**src/rtl/stream_fifo.sv**
```systemverilog
// Valid/ready FIFO with first-word-fall-through output and registered flow control.
// Feeds single-word operands to multi-cycle function blocks without stalling the producer.
module stream_fifo #(
  parameter int N     = 16,
  parameter int DEPTH = 4
) (
  input  logic                       clk,
  input  logic                       reset,
  input  logic                       in_valid,
  output logic                       in_ready,
  input  logic [N-1:0]               in0,
  output logic                       out_valid,
  input  logic                       out_ready,
  output logic [N-1:0]               out0,
  output logic [$clog2(DEPTH+1)-1:0] level
);

  localparam int AW = $clog2(DEPTH);
  localparam int LW = $clog2(DEPTH+1);
  localparam logic [LW-1:0] FULL = LW'(DEPTH);

  logic [N-1:0]  mem_q [DEPTH];
  logic [N-1:0]  mem_d [DEPTH];
  logic [AW-1:0] wp_q, wp_d;
  logic [AW-1:0] rp_q, rp_d;
  logic [LW-1:0] count_q, count_d;
  logic          push, pop;

  // Handshake decode uses only registered occupancy, so no combinational valid->ready path.
  assign in_ready  = (count_q != FULL);
  assign out_valid = (count_q != '0);
  assign push      = in_valid & in_ready;
  assign pop       = out_valid & out_ready;
  assign out0      = mem_q[rp_q];
  assign level     = count_q;

  always_comb begin
    mem_d   = mem_q;
    wp_d    = wp_q;
    rp_d    = rp_q;
    count_d = count_q;
    if (push) begin
      mem_d[wp_q] = in0;
      wp_d        = wp_q + AW'(1);
    end
    if (pop) begin
      rp_d = rp_q + AW'(1);
    end
    case ({push, pop})
      2'b10:   count_d = count_q + LW'(1);
      2'b01:   count_d = count_q - LW'(1);
      default: count_d = count_q;
    endcase
  end

  // Array is cleared on reset so out0 is never X.
  always_ff @(posedge clk or posedge reset) begin
    if (reset) begin
      for (int i = 0; i < DEPTH; i++) begin
        mem_q[i] <= '0;
      end
      wp_q    <= '0;
      rp_q    <= '0;
      count_q <= '0;
    end else begin
      for (int i = 0; i < DEPTH; i++) begin
        mem_q[i] <= mem_d[i];
      end
      wp_q    <= wp_d;
      rp_q    <= rp_d;
      count_q <= count_d;
    end
  end

endmodule

```
**config.mk**
```make
export PLATFORM = sky130hd
export DESIGN_NAME = stream_fifo
export DESIGN_NICKNAME = d
export VERILOG_FILES = /design/src/rtl/stream_fifo.sv
export SDC_FILE = /design/constraint.sdc
export NUM_CORES = 1
export LEC_CHECK = 0
export ABC_AREA = 1
export CAP_MARGIN = 10
export CORE_MARGIN = 1
export CORE_UTILIZATION = 44
export DETAILED_ROUTE_END_ITERATION = 7
export GPL_TIMING_DRIVEN = 1
export PLACE_DENSITY_LB_ADDON = 0.05
export SLEW_MARGIN = 0
export SYNTH_ARGS = -nofsm -noshare
export SYNTH_HDL_FRONTEND = slang
export SYNTH_SLANG_ARGS = --single-unit
export TNS_END_PERCENT = 20
```
**constraint.sdc**
```tcl
create_clock -name clk -period 2 [get_ports clk]
set_input_delay 0.3 -clock clk [delete_from_list [all_inputs] [get_ports clk]]
set_output_delay 0.3 -clock clk [all_outputs]
set_load 0.01 [all_outputs]
```
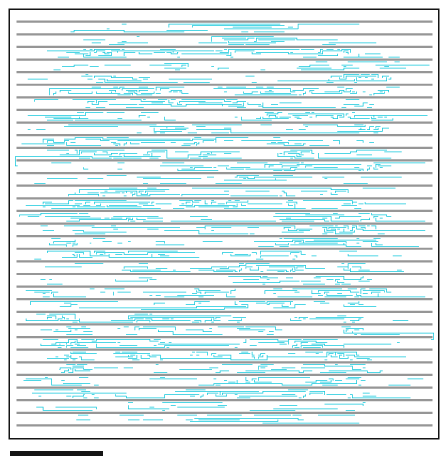
Fig. 1. Signal wires on met1.
Bar = 20 um. Supply wires on this layer in grey.
nets with wire on the layer = 460
longest straight run = 29.9 um

==> summary.txt <==
Implementation results. Deepest clock path buffer count landed at 2. Number of nets at floorplan landed at 473. Highest clock rate landed at 526.0 MHz.

Number of DRC violations after detailed routing landed at 0. The tree built by TritonCTS fans out to 71 sinks. Antenna diode instance count landed at 0. In this run the layout overhead on the synthesized area is reported as 22.75%. Looking at the reg2reg group, the worst path ends at level[2]. X dimension of the die landed at 92.28 um. Multiplexer share of the synthesized area landed at 0. Routed wire length on met3 landed at 520 um. Area share of buffers outside the clock network landed at 0.1458. Top-level port count landed at 41.

Number of multi-input logic gates landed at 327. For this design the ratio of total power to cell area is 1721 mW/mm^2. In this run, distinct cell masters in the synthesized netlist total 20.

Per the post-synthesis stats, the area per cell is 8.022 sq um. Once layout is complete, the utilization of the core stands at 0.5638. Biggest cell delay along the critical path landed at 0.45 ns.

Max-slew violation count landed at 0. The report counts max-capacitance violations totalling 0. On the critical path, the stage with the largest delay is an instance of dfrtp_2.

Final hold violation count landed at 0. The buffer_ports step reported a buffer count of 40. The run finished with clean final reports. Number of nets in the layout landed at 508. The layer flagged by global routing as most heavily used is met2. Once detailed placement completed, the half-perimeter wirelength came to 5794 um. Tap cell instance count landed at 102.

In this run the critical register-to-register path is launched from level[0].
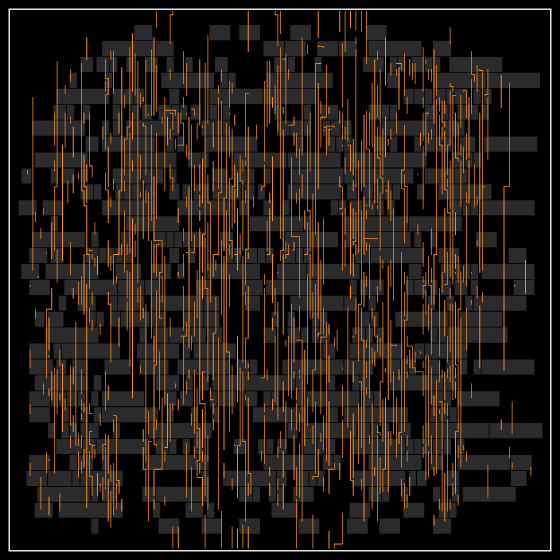
Fig. 2. Signal wires on met2.
longest straight run = 38.1 um
nets with wire on the layer = 362
wire length on this layer = 4780 um
share of all routed wire = 48%
main direction = vertical

Power figures rest on the tool's default switching activity, not on a simulated workload.
